## config.mk

```make
export PLATFORM = sky130hd
export DESIGN_NAME = can_fault_ctrl
export DESIGN_NICKNAME = d
export VERILOG_FILES = /design/src/rtl/can_fault_ctrl.sv
export SDC_FILE = /design/constraint.sdc
export NUM_CORES = 1
export LEC_CHECK = 0
export CAP_MARGIN = 20
export CORE_AREA = 2 2 78 80
export DETAILED_ROUTE_END_ITERATION = 7
export DIE_AREA = 0 0 80 82
export GPL_TIMING_DRIVEN = 0
export PLACE_DENSITY = 0.81
export SYNTH_ARGS = -nofsm -noshare
export SYNTH_HDL_FRONTEND = slang
export SYNTH_SLANG_ARGS = --single-unit
```

## constraint.sdc

```tcl
create_clock -name clock -period 2.9 [get_ports clock]
set_clock_uncertainty 0.1 [all_clocks]
set_input_delay 0.725 -clock clock [delete_from_list [all_inputs] [get_ports clock]]
set_output_delay 0.725 -clock clock [all_outputs]
set_load 0.01 [all_outputs]
```

## src/rtl/can_fault_ctrl.sv

```systemverilog
`default_nettype none
// ============================================================================
// Module   : can_fault_ctrl
// Purpose  : CAN error/overload frame sequencer with TEC/REC fault confinement.
// Revision : 1.0
// ============================================================================
module can_fault_ctrl #(
    parameter int FLAG_LEN         = 6,
    parameter int DELIM_LEN        = 8,
    parameter int INTERMISSION_LEN = 3,
    parameter int PASSIVE_LIMIT    = 128,
    parameter int BUSOFF_LIMIT     = 256,
    parameter int RECOVERY_SEQ     = 128
) (
    input  logic       clock,
    input  logic       reset,
    input  logic       samplePoint,
    input  logic       canRX,
    input  logic       eofErro,
    input  logic       crcErro,
    input  logic       stuffErro,
    input  logic       bitErro,
    input  logic       ackErro,
    input  logic       overloadFlag,
    input  logic       frameDone,
    input  logic       isTransmitter,
    output logic       canTX,
    output logic       erro,
    output logic       interframe,
    output logic [1:0] errState,
    output logic [8:0] tec,
    output logic [7:0] rec
);

    typedef enum logic [3:0] {
        S_IDLE      = 4'd0,
        S_ERR_FLAG  = 4'd1,
        S_ERR_WAIT  = 4'd2,
        S_ERR_DELIM = 4'd3,
        S_OVL_FLAG  = 4'd4,
        S_OVL_WAIT  = 4'd5,
        S_OVL_DELIM = 4'd6,
        S_INTER     = 4'd7,
        S_BUS_OFF   = 4'd8
    } state_t;

    localparam logic [3:0] c_FLAG_LAST  = 4'(FLAG_LEN - 1);
    localparam logic [3:0] c_DELIM_LAST = 4'(DELIM_LEN - 1);
    localparam logic [3:0] c_INTER_LAST = 4'(INTERMISSION_LEN - 1);
    localparam logic [3:0] c_RUN_LAST   = 4'd10;
    localparam logic [7:0] c_SEQ_LAST   = 8'(RECOVERY_SEQ - 1);
    localparam logic [8:0] c_PASS_TEC   = 9'(PASSIVE_LIMIT);
    localparam logic [7:0] c_PASS_REC   = 8'(PASSIVE_LIMIT);
    localparam logic [8:0] c_BUSOFF     = 9'(BUSOFF_LIMIT);
    localparam logic [7:0] c_REC_RESUME = 8'd120;

    state_t     r_state;
    logic [3:0] r_cnt;
    logic [3:0] r_run;
    logic [7:0] r_seq;
    logic [8:0] r_tec;
    logic [7:0] r_rec;
    logic       r_canTX;
    logic       r_erro;
    logic       r_interframe;

    state_t     w_state_nx;
    logic [3:0] w_cnt_nx;
    logic [3:0] w_run_nx;
    logic [7:0] w_seq_nx;
    logic [8:0] w_tec_nx;
    logic [7:0] w_rec_nx;
    logic       w_canTX_nx;
    logic       w_erro_nx;
    logic       w_interframe_nx;
    logic       w_passive_nx;
    logic       w_any_err;

    assign w_any_err = ~(eofErro & crcErro & stuffErro & bitErro & ackErro);

    always_ff @(posedge clock or negedge reset) begin
        if (!reset) begin
            r_state      <= S_IDLE;
            r_cnt        <= 4'd0;
            r_run        <= 4'd0;
            r_seq        <= 8'd0;
            r_tec        <= 9'd0;
            r_rec        <= 8'd0;
            r_canTX      <= 1'b1;
            r_erro       <= 1'b1;
            r_interframe <= 1'b0;
        end else begin
            r_state      <= w_state_nx;
            r_cnt        <= w_cnt_nx;
            r_run        <= w_run_nx;
            r_seq        <= w_seq_nx;
            r_tec        <= w_tec_nx;
            r_rec        <= w_rec_nx;
            r_canTX      <= w_canTX_nx;
            r_erro       <= w_erro_nx;
            r_interframe <= w_interframe_nx;
        end
    end

    always_comb begin
        w_state_nx = r_state;
        w_cnt_nx   = r_cnt;
        w_run_nx   = r_run;
        w_seq_nx   = r_seq;
        w_tec_nx   = r_tec;
        w_rec_nx   = r_rec;
        if (samplePoint) begin
            case (r_state)
                S_IDLE: begin
                    if (w_any_err) begin
                        w_state_nx = S_ERR_FLAG;
                        w_cnt_nx   = 4'd0;
                        if (isTransmitter)
                            w_tec_nx = (r_tec > 9'd503) ? 9'd511 : r_tec + 9'd8;
                        else
                            w_rec_nx = (r_rec == 8'd255) ? 8'd255 : r_rec + 8'd1;
                    end else if (!overloadFlag) begin
                        w_state_nx = S_OVL_FLAG;
                        w_cnt_nx   = 4'd0;
                    end else if (frameDone) begin
                        w_state_nx = S_INTER;
                        w_cnt_nx   = 4'd0;
                        if (isTransmitter) begin
                            if (r_tec != 9'd0)
                                w_tec_nx = r_tec - 9'd1;
                        end else if (r_rec >= c_PASS_REC) begin
                            w_rec_nx = c_REC_RESUME;
                        end else if (r_rec != 8'd0) begin
                            w_rec_nx = r_rec - 8'd1;
                        end
                    end
                end
                S_ERR_FLAG, S_OVL_FLAG: begin
                    if (r_cnt == c_FLAG_LAST) begin
                        w_state_nx = (r_state == S_ERR_FLAG) ? S_ERR_WAIT : S_OVL_WAIT;
                        w_cnt_nx   = 4'd0;
                    end else begin
                        w_cnt_nx = r_cnt + 4'd1;
                    end
                end
                S_ERR_WAIT, S_OVL_WAIT: begin
                    // The recessive bit that ends the wait is delimiter bit one.
                    if (canRX) begin
                        w_state_nx = (r_state == S_ERR_WAIT) ? S_ERR_DELIM : S_OVL_DELIM;
                        w_cnt_nx   = 4'd1;
                    end
                end
                S_ERR_DELIM, S_OVL_DELIM: begin
                    if (r_cnt == c_DELIM_LAST) begin
                        w_cnt_nx = 4'd0;
                        if (!canRX) begin
                            w_state_nx = S_OVL_FLAG;
                        end else if (r_state == S_ERR_DELIM && r_tec >= c_BUSOFF) begin
                            w_state_nx = S_BUS_OFF;
                            w_run_nx   = 4'd0;
                            w_seq_nx   = 8'd0;
                        end else begin
                            w_state_nx = S_INTER;
                        end
                    end else begin
                        w_cnt_nx = r_cnt + 4'd1;
                    end
                end
                S_INTER: begin
                    // Dominant on the last bit is a start-of-frame, not an overload.
                    if (r_cnt == c_INTER_LAST) begin
                        w_state_nx = S_IDLE;
                        w_cnt_nx   = 4'd0;
                    end else if (!canRX) begin
                        w_state_nx = S_OVL_FLAG;
                        w_cnt_nx   = 4'd0;
                    end else begin
                        w_cnt_nx = r_cnt + 4'd1;
                    end
                end
                S_BUS_OFF: begin
                    if (!canRX) begin
                        w_run_nx = 4'd0;
                    end else if (r_run == c_RUN_LAST) begin
                        w_run_nx = 4'd0;
                        if (r_seq == c_SEQ_LAST) begin
                            w_state_nx = S_IDLE;
                            w_seq_nx   = 8'd0;
                            w_tec_nx   = 9'd0;
                            w_rec_nx   = 8'd0;
                        end else begin
                            w_seq_nx = r_seq + 8'd1;
                        end
                    end else begin
                        w_run_nx = r_run + 4'd1;
                    end
                end
                default: begin
                    w_state_nx = S_IDLE;
                    w_cnt_nx   = 4'd0;
                end
            endcase
        end
    end

    // Registered outputs follow the state and counters being entered, so a
    // flag sent right after crossing the passive limit is already recessive.
    always_comb begin
        w_passive_nx    = (w_tec_nx >= c_PASS_TEC) || (w_rec_nx >= c_PASS_REC);
        w_canTX_nx      = ~((w_state_nx == S_OVL_FLAG) ||
                            ((w_state_nx == S_ERR_FLAG) && !w_passive_nx));
        w_erro_nx       = (w_state_nx != S_ERR_FLAG);
        w_interframe_nx = (w_state_nx == S_INTER);
    end

    always_comb begin
        if (r_state == S_BUS_OFF)
            errState = 2'b10;
        else if ((r_tec >= c_PASS_TEC) || (r_rec >= c_PASS_REC))
            errState = 2'b01;
        else
            errState = 2'b00;
    end

    assign canTX      = r_canTX;
    assign erro       = r_erro;
    assign interframe = r_interframe;
    assign tec        = r_tec;
    assign rec        = r_rec;

endmodule
`default_nettype wire

```

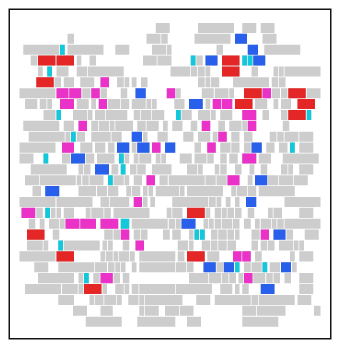
run_1/gate_families.png
Drawn at 4 px/um.
| colour | family | cells |
|---|---|---|
| cyan | inverters | 22 |
| red | adder and majority cells | 15 |
| magenta | AND and OR gates | 33 |
| blue | AND-OR and OR-AND gates | 22 |

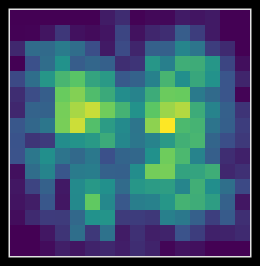
run_1/wire_density.png
Drawn at 3 px/um. 16 x 16 tiles, from dark purple (low) to yellow (high), scaled to the fullest tile. Values are wire area over tile area, all layers added.
nearly empty tiles: 9.4%
mean over tiles: 0.21
tiles over half the peak: 25%
emptiest ninth of the die: lower left
densest ninth of the die: centre
fullest tile: 0.65

==> GITHUB_STEP_SUMMARY, run 1 <==
### Yosys + OpenROAD results

| Metric | Value |
|---|---|
| DP Area | 0.00370 sq mm |
| Dpl ws | -540 ps |
| Number of nets in the layout | 475 |
| Outcome | finished, final reports clean |
| Synth mux share | 0.0226 |
| Hold-fix buffers at CTS | 0 |
| Post-Synthesis Cells | 404 |
| Clock Tree Buf Depth | 2 |
| Post-synth top area cell | dfrtp_1 |
| Global-route wire length before repair | 13,900 um |
| Seq cells | 40 |
| Top cells by area | dfrtp_1 29%, ha_1 5.8%, o21ai_0 5.5% |
| CTS Root Buffer Type | clkbuf_8 |
| Critical Path End | errState[1] |
| Crit path arrival time | 1940 ps |
| Synth flops | 40 |
| Tally of non-filler cells in the final layout | 524 |
| CP startpoint kind | flop |
| Largest net degree at the start of global routing | 27 |
| Most common flop cell mapped by yosys | dfrtp_1 |
| Chip area | 0.00656 sq mm |
| Tightest Hold Check Type | input port to async pin |
| Cell total in the yosys stat output | 404 |
| Non-clock buffering overhead | 0.116 |
| Antenna cells | 0 |
| Power, Total | 2.64 mW |
| Worst path bufs/invs | 3 |
| Reg area | 0.00100 sq mm |
| Post-DP HPWL | 6250 um |
| IO buf count | 33 |
| Clock-cell share | 0.0223 |
| DRC viols | 0 |
| CP Cell Sequence | buf_4, nor3_2, nand2_2, inv_4, clkdlybuf4s50_1 |
| Avg Cell Area, Syn | 8.07 sq um |
| Cell area after synthesis | 0.00326 sq mm |
| CTS tree | built |
| Biggest Area Class | combinational gates |
| Clock slew at reported path FFs | 90 ps |
| Fraction of area in multi-input gates | 0.552 |
| Inst Count DP | 513 |
| Worst-Skew Late Latency | 310 ps |
| Most numerous logic cell after layout | nand2_1 |
| Max-slew violations | 0 |
| CP startpoint | r_state[0] |
| GPL Wtd Cong | 0.915 |
| Aoi share | 0.263 |
| Critical-path top delay cell | clkdlybuf4s50_1 |
| P&R area growth vs syn | 17.2% |
| Final Hold Violating Endpoints | 0 |
| Asr flop ratio synth | 1.00 |
| CTS Sinks | 40 |
| Non-Clock Inverter Count | 22 |
| R2R cell count | 8 |
| CTS H-tree depth | 2 |
| #MultiIn Comb | 324 |
| WS Path Type | flop to output port |
| Site row count | 28 |
| Synthesis Warnings | 0 |
| Clkbuf count | 6 |
| I/O pin cnt | 34 |
| Chip Width | 80 um |
| Flop-to-flop setup slack | 210 ps |
| Fillers | 495 |
| Syn nets | 431 |
| Min setup slack post-route | 130 ps |
| EDFF count, synth | 0 |
| Pre-Place Util | 0.568 |
| Top non-seq family | simple AND/OR/NAND/NOR gates |
| Antenna Nets Post-Route | 0 |
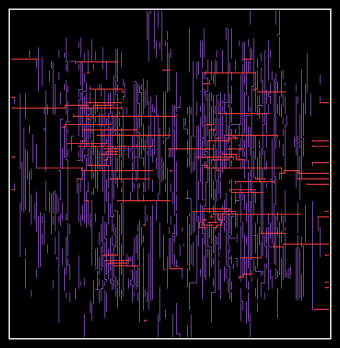
run_1/metal_stack.png
Drawn at 4 px/um. Only two layers are drawn.
| colour | layer | wire length |
|---|---|---|
| purple | met2 | 4,190 um |
| red | met3 | 542 um |

-- run 1: synthesized netlist by cell type, types with 3 or more instances --
library cell	n
or3_1	6
and3_1	3
a21bo_2	3
clkbuf_1	14
buf_2	4
o2111ai_1	4
nand3b_1	3
inv_1	20
a21oi_1	21
nor3_1	7
a31oi_1	5
xor2_1	4
nor4_1	4
a21o_1	5
o211ai_1	5
nor3b_1	4
mux2_2	3
o21ai_0	36
a22o_1	4
and4b_1	4
nor2b_1	6
nor2_1	32
nand4_1	5
o31ai_1	11
nand3_1	14
mux2i_1	4
dfrtp_1	38
nand2_1	44
xnor2_1	4
and2_1	6
a211oi_1	3
nand2b_1	7
o22ai_1	3
and3b_1	4
ha_1	15
or2_2	3
o21a_1	3
-- run 1: where the power goes --
part	total, mW	internal (mW)	switching [mW]
combinational	1.40	0.623	0.778
clock	0.385	0.169	0.217
sequential	0.856	0.684	0.171
-- run 1: per-layer routing --
layer / wire (um) / up-vias / track usage
met1: 3620 / 1604 / 0.344
met5: 0 / - / 0
met2: 4190 / 150 / 0.467
li1: - / 1580 / -
met3: 541 / 19 / 0.0440
met4: 167 / 0 / 0.0864
-- run 1: worst reg2reg max path, cell delays in order (launching register included) --
cell and delay [ps]:
dfrtp_1 480, inv_1 140, ha_1 170, a41oi_1 130, a2111oi_0 830, and2_1 280
nand3_1 160, a21oi_1 190, o22a_1 150
-- run 1: metrics by stage --
| step | TNS, ps | utilization |
|---|---|---|
| finish | 0 | 0.665 |
| global route | 0 | 0.665 |
| CTS | 0 | 0.663 |
| detailed placement | -7630 | 0.644 |
| global placement | -8420 | 0.641 |
| floorplan | 0 | - |
-- run 1: repair_timing --
| item | CTS | global route |
|---|---|---|
| buffers inserted | 3 | 0 |
| gates resized | 2 | 9 |
| pin swaps | 1 | 0 |
| setup endpoints to repair | 12 | 8 |
==> inputs of run 2 (changes only) <==
Settings changed: CAP_MARGIN 20 to 5.
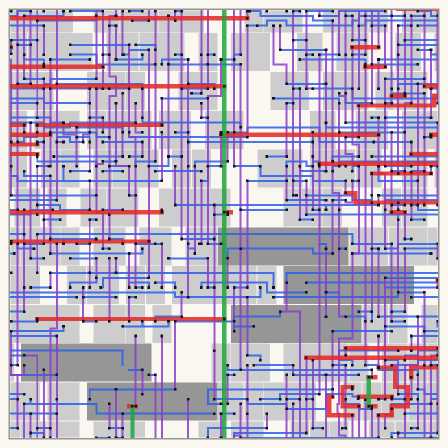
run_2/zoom.png
Window x 25 to 55, y 26 to 56 um. Cells in grey, sequential cells in the stronger grey; small squares are vias.
| colour | layer |
|---|---|
| red | met3 |
| blue | met1 |
| green | met4 |
| purple | met2 |
most frequent: nand2_1 (15), nor2_1 (7), o21ai_0 (6)
cells with their middle in the window: 95
sequential cells in the window: 5
netlist names of flops here include: r_seq (2), tec (2)

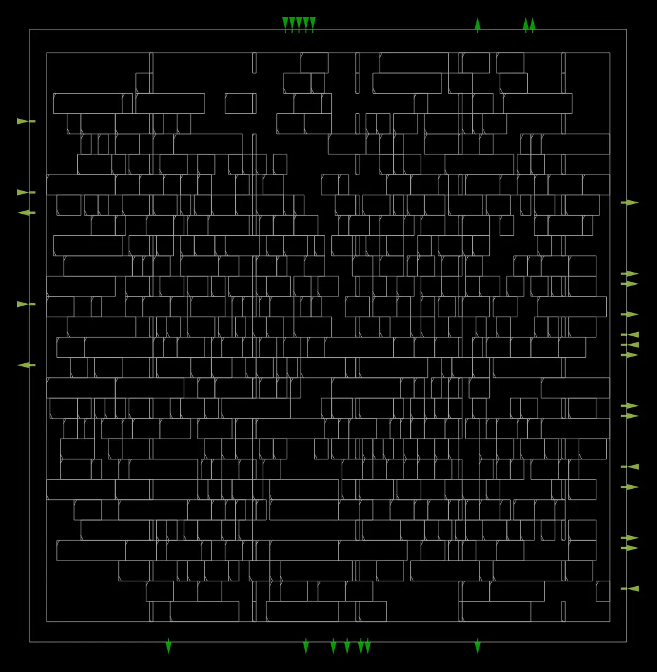
run_2/final_placement.png
tap cells: 75
Final Core Density: 0.665

==> GITHUB_STEP_SUMMARY, run 2 <==
### Yosys + OpenROAD results

| Metric | Value |
|---|---|
| Chip area | 0.00656 sq mm (unchanged) |
| Most numerous logic cell after layout | nand2_1 |
| Hold-fix buffers at CTS | 0 (unchanged) |
| Tightest Hold Check Type | input port to async pin |
| Critical Path End | errState[1] |
| Antenna Nets Post-Route | 0 (unchanged) |
| R2R cell count | 8 (unchanged) |
| CTS tree | built |
| Global-route wire length before repair | 13,900 um (unchanged) |
| CP Cell Sequence | buf_4, nor3_2, nand2_2, inv_4, clkdlybuf4s50_1 |
| Worst-Skew Late Latency | 310 ps (about the same) |
| Clock Tree Buf Depth | 2 (unchanged) |
| Cell area after synthesis | 0.00326 sq mm (unchanged) |
| Min setup slack post-route | 130 ps (unchanged) |
| EDFF count, synth | 0 (unchanged) |
| CTS Sinks | 40 (unchanged) |
| Antenna cells | 0 (unchanged) |
| Number of nets in the layout | 475 (unchanged) |
| IO buf count | 33 (unchanged) |
| Worst path bufs/invs | 3 (unchanged) |
| Most common flop cell mapped by yosys | dfrtp_1 |
| Flop-to-flop setup slack | 210 ps (about the same) |
| Final Hold Violating Endpoints | 0 (unchanged) |
| Largest net degree at the start of global routing | 27 (unchanged) |
| DRC viols | 0 (unchanged) |
| Post-Synthesis Cells | 404 (unchanged) |
| Dpl ws | -540 ps (unchanged) |
| I/O pin cnt | 34 (unchanged) |
| Max-slew violations | 0 (unchanged) |
| Syn nets | 431 (unchanged) |
| Chip Width | 80 um (unchanged) |
| Top cells by area | dfrtp_1 29%, ha_1 5.8%, o21ai_0 5.5% |
| Avg Cell Area, Syn | 8.07 sq um (unchanged) |
| Top cells by count, synth | 44 x nand2_1, 38 x dfrtp_1, 36 x o21ai_0, 32 x nor2_1, 21 x a21oi_1 |
| Asr flop ratio synth | 1.00 (unchanged) |
| Post-synth top area cell | dfrtp_1 |
| Most common cell in the netlist | nand2_1 |
| Tally of non-filler cells in the final layout | 524 (unchanged) |
| CTS Root Buffer Type | clkbuf_8 |
| GPL Wtd Cong | 0.915 (unchanged) |
| Clock slew at reported path FFs | 90 ps (about the same) |
| Pre-Place Util | 0.568 (unchanged) |
| Outcome | finished, final reports clean |
| Design area | 0.00382 sq mm |
| Crit path arrival time | 1940 ps (about the same) |
| CTS H-tree depth | 2 (unchanged) |
| Power, Total | 2.64 mW (unchanged) |
| Cell total in the yosys stat output | 404 (unchanged) |
| Setup_tns | 0 ps (unchanged) |
[run 2: cell counts after synthesis]
Identical to the previous run, type by type.
[run 2: kinds of logic after synthesis]
| kind of cell | count (synthesis) | share of synthesized area |
|---|---|---|
| flip-flops | 40 | 0.308 |
| buffers and inverters | 40 | 0.0476 |
| AND/OR/NAND/NOR | 167 | 0.280 |
| XOR/XNOR | 8 | 0.0215 |
| adder cells (fa/ha/maj) | 15 | 0.0576 |
| AND-OR/OR-AND | 127 | 0.263 |
| multiplexers | 7 | 0.0226 |
[run 2: where the power goes]
| group | internal [mW] | leakage, nW | switching, mW |
|---|---|---|---|
| registers | 0.684 | 0.532 | 0.171 |
| logic | 0.623 | 0.987 | 0.778 |
| clock network | 0.169 | 0.0412 | 0.217 |
[run 2: layout make-up]
cell class                 instances  area, sq um  area share
clock buffer                       6         72.6      0.0190
tap                               75         93.8      0.0246
timing repair buffer              37          367      0.0960
inverter                          22         85.1      0.0223
clock inverter                     2         12.5     0.00328
buffer                            18         77.6      0.0203
multi-input combinational        324         2110       0.552
sequential                        40         1000       0.263
[run 2: worst min-delay path by stage]
stage                end  slack (ps)     start
6_report       async pin         240     reset
4_1_cts        async pin         240     reset
3_5_place_dp    r_run[3]         400  r_run[3]
3_3_place_gp    r_run[3]         390  r_run[3]
5_1_grt        async pin         260     reset
2_1_floorplan  async pin         330     reset
[run 2: what timing repair did]
item / 4_1_cts / 5_1_grt
setup endpoints to repair: 12 / 8
resized: 2 / 9
setup buffers: 3 / 0
hold endpoints to repair: 0 / 0
pin swaps: 1 / 0
[run 2: per-layer routing]
metal | vias up | track usage | share of wire
met5 | - | 0 | 0
met4 | 0 | 0.0864 | 0.020
met3 | 19 | 0.0440 | 0.063
met2 | 150 | 0.467 | 0.49
met1 | 1604 | 0.344 | 0.42
li1 | 1580 | - | -
==> inputs of run 3 (changes only) <==
Settings changed: CORE_AREA 2 2 78 80 to 2 2 75 77, DIE_AREA 0 0 80 82 to 0 0 77 79, DONT_BUFFER_PORTS set to 1, PLACE_DENSITY 0.81 to 0.79.
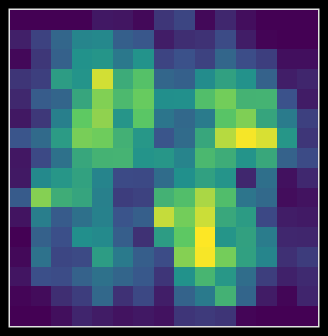
run_3/wire_density.png
Drawn at 4 px/um. 15 x 16 tiles, from dark purple (low) to yellow (high), scaled to the fullest tile. Values are wire area over tile area, all layers added.
mean over tiles: 0.22
emptiest ninth of the die: lower left
densest ninth of the die: centre
fullest tile: 0.64
tiles over half the peak: 31%
nearly empty tiles: 7.9%

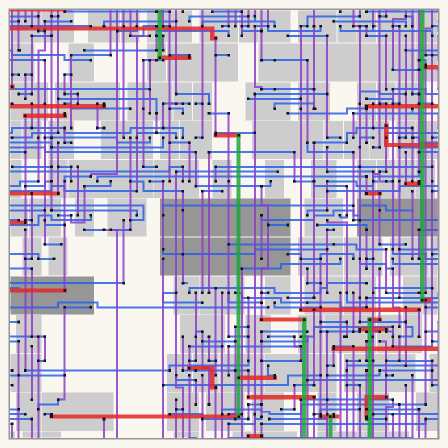
run_3/zoom.png
Window x 24 to 54, y 24 to 54 um. Cells in grey, sequential cells in the stronger grey; small squares are vias.
| colour | layer |
|---|---|
| blue | met1 |
| red | met3 |
| green | met4 |
| purple | met2 |
sequential cells in the window: 4
cells with their middle in the window: 89
netlist names of flops here include: tec (2), r_seq (1)
most frequent: nand2_1 (13), clkbuf_1 (7)

==> GITHUB_STEP_SUMMARY, run 3 <==
### Yosys + OpenROAD results

| Metric | Value |
|---|---|
| Inst Count DP | 476 |
| Most common flop cell mapped by yosys | dfrtp_1 |
| Largest net degree at the start of global routing | 41 (+52%) |
| Most numerous logic cell after layout | nand2_1 |
| EDFF count, synth | 0 (unchanged) |
| Top cells by count, synth | 44 x nand2_1, 38 x dfrtp_1, 36 x o21ai_0, 32 x nor2_1, 21 x a21oi_1 |
| Power, Total | 2.56 mW (-3.2%) |
| Gr ovfl total | 0 |
| CTS tree | built |
| Avg Cell Area, Syn | 8.07 sq um (unchanged) |
| Vias in the first global route | 2,997 |
| Post-Synthesis Cells | 404 (unchanged) |
| Worst-Margin Slew | 849 ps |
| Chip area | 0.00608 sq mm (-7.3%) |
| Antenna Nets Post-Route | 0 (unchanged) |
| Crit path arrival time | 2920 ps (+980 ps) |
| GPL Wtd Cong | 0.903 (-1.4%) |
| Clock slew at reported path FFs | 80 ps (about the same) |
| Top cells excl fill/tap | 44 x nand2_1, 38 x dfrtp_1, 36 x o21ai_0 |
| Global-route wire length before repair | 14,100 um (+0.89%) |
| CTS Sinks | 40 (unchanged) |
| Pre-Place Util | 0.611 (+0.0434) |
| Synth flops | 40 |
| Chip Width | 77 um (-3.8%) |
| Hold-fix buffers at CTS | 0 (unchanged) |
| CTS Buf Count | 5 |
| Tightest Hold Check Type | input port to async pin |
| Asr flop ratio synth | 1.00 (unchanged) |
| DRC viols | 0 (unchanged) |
| Pwr Density | 731 mW/mm^2 |
| Period minus WS final | 2790 ps |
| Drt first pass iters | 6 |
| Met3 wire len | 535 um (-1.1%) |
| Cell total in the yosys stat output | 404 (unchanged) |
| CTS H-tree depth | 2 (unchanged) |
| CP Capture Type | flop |
| GRT Total Usage | 0.280 |
| Post-CTS Setup Inserts | 0 (-3) |
| Area share, top type | 0.292 |
| I/O pin cnt | 34 (unchanged) |
| Antenna cells | 0 (unchanged) |
| Final Core Density | 0.655 (-0.00967) |
| Flop-to-flop setup slack | 110 ps (-100 ps) |
| Clock Tree Buf Depth | 2 (unchanged) |
| Max-slew violations | 0 (unchanged) |
| P&R area growth vs syn | 7.25% |
| Post-synth top area cell | dfrtp_1 |
| Resized Gates After CTS | 0 (-2) |
| DR top layer | met4 |
| Final worst-path cycle share | 0.962 |
| Fmax | 0.359 GHz |
| Crit-path max FO | 9 |
| IO buf count | 0 (-100%) |
| Final Hold Violating Endpoints | 0 (unchanged) |
| Synthesis Warnings | 0 |
| CP Cell Sequence | inv_1, ha_1, a41oi_1, a2111oi_0, and2_1, nand3_1, a21oi_1, o22a_1 |
| CTS Root Buffer Type | clkbuf_8 |
| Unique cell types | 73 |
| WL final | 8300 um |
| Tally of non-filler cells in the final layout | 486 (-7.3%) |
| Via-to-Cell Ratio | 6.52 |
| Number of nets in the layout | 440 (-7.4%) |
| Routed wl met2 | 4010 um (-4.4%) |
| Syn nets | 431 (unchanged) |
| DRT met1 WL | 3630 um (+0.39%) |
| CP startpoint kind | flop |
| Most common cell in the netlist | nand2_1 |
| Worst path bufs/invs | 1 (-2) |
| Initial DRC count | 397 |
| Top cells by area | dfrtp_1 29%, ha_1 5.8%, o21ai_0 5.5% |
| Worst-Skew Late Latency | 290 ps (-20 ps) |
| Outcome | finished, final reports clean |
| CP max stage delay | 760 ps |
| R2R cell count | 8 (unchanged) |
| Setup_tns | 0 ps (unchanged) |
| Cell area after synthesis | 0.00326 sq mm (unchanged) |
| Core area | 0.00534 sq mm |
| Yosys Chip Area | 0.00326 sq mm |
## run 3: cell types whose count changed in the layout (fill, tap and decap cells not counted), sizes merged
cell | before | now
dlygate4sd3 | 0 | 2
clkinvlp | 1 | 0
bufinv | 0 | 1
buf | 9 | 4
clkbuf | 20 | 21
clkdlybuf4s50 | 31 | 0
dlygate4sd2 | 1 | 0
inv | 22 | 21
## run 3: per-layer routing
metal,track usage,vias to the layer above
li1,-,1507
met1,0.362,1502
met5,0,-
met2,0.486,143
met3,0.0489,19
met4,0.0768,0
## run 3: worst max path at each step
stage,start,end,slack [ps],cells past startpoint
2_1_floorplan,canRX,canTX,620,7
3_3_place_gp,canRX,flop,200,6
3_5_place_dp,canRX,flop,220,6
4_1_cts,r_run[0],flop,250,8
5_1_grt,flop,flop,-60,8
6_report,flop,flop,110,8
## run 3: layout make-up
cell class	instances	area, sq um
Tap cell	72	90.1
Multi-Input combinational cell	324	2100
Buffer	18	72.6
Timing Repair Buffer	2	20.0
Clock buffer	7	96.3
Fill cell	475	1840
Clock inverter	1	30.0
Inverter	22	82.6
Sequential cell	40	1000
## run 3: power breakdown
part           switching (mW)  internal (mW)
Combinational           0.692          0.449
Sequential              0.221          0.685
Clock                   0.206          0.304
Total                    1.12           1.44
## run 3: per-stage QoR
step	setup slack (ps)	hold slack [ps]	instance area, sq um
finish	111	16.6	3500
floorplan	621	329	3260
CTS	248	6.86	3480
detailed placement	216	330	3350
global placement	203	330	3350
global route	-58.8	0.173	3500
## run 3: logic make-up (layout without fill, tap and decap cells)
family,count (synthesis),in the layout,synth area share
compound gates,127,127,0.263
xor+xnor,8,8,0.0215
fa+ha+maj,15,15,0.0576
buf+inv,40,50,0.0476
flops,40,40,0.308
mux,7,7,0.0226
simple gates,167,167,0.280
No activity file was given, so power comes from the tool's default toggle rates.
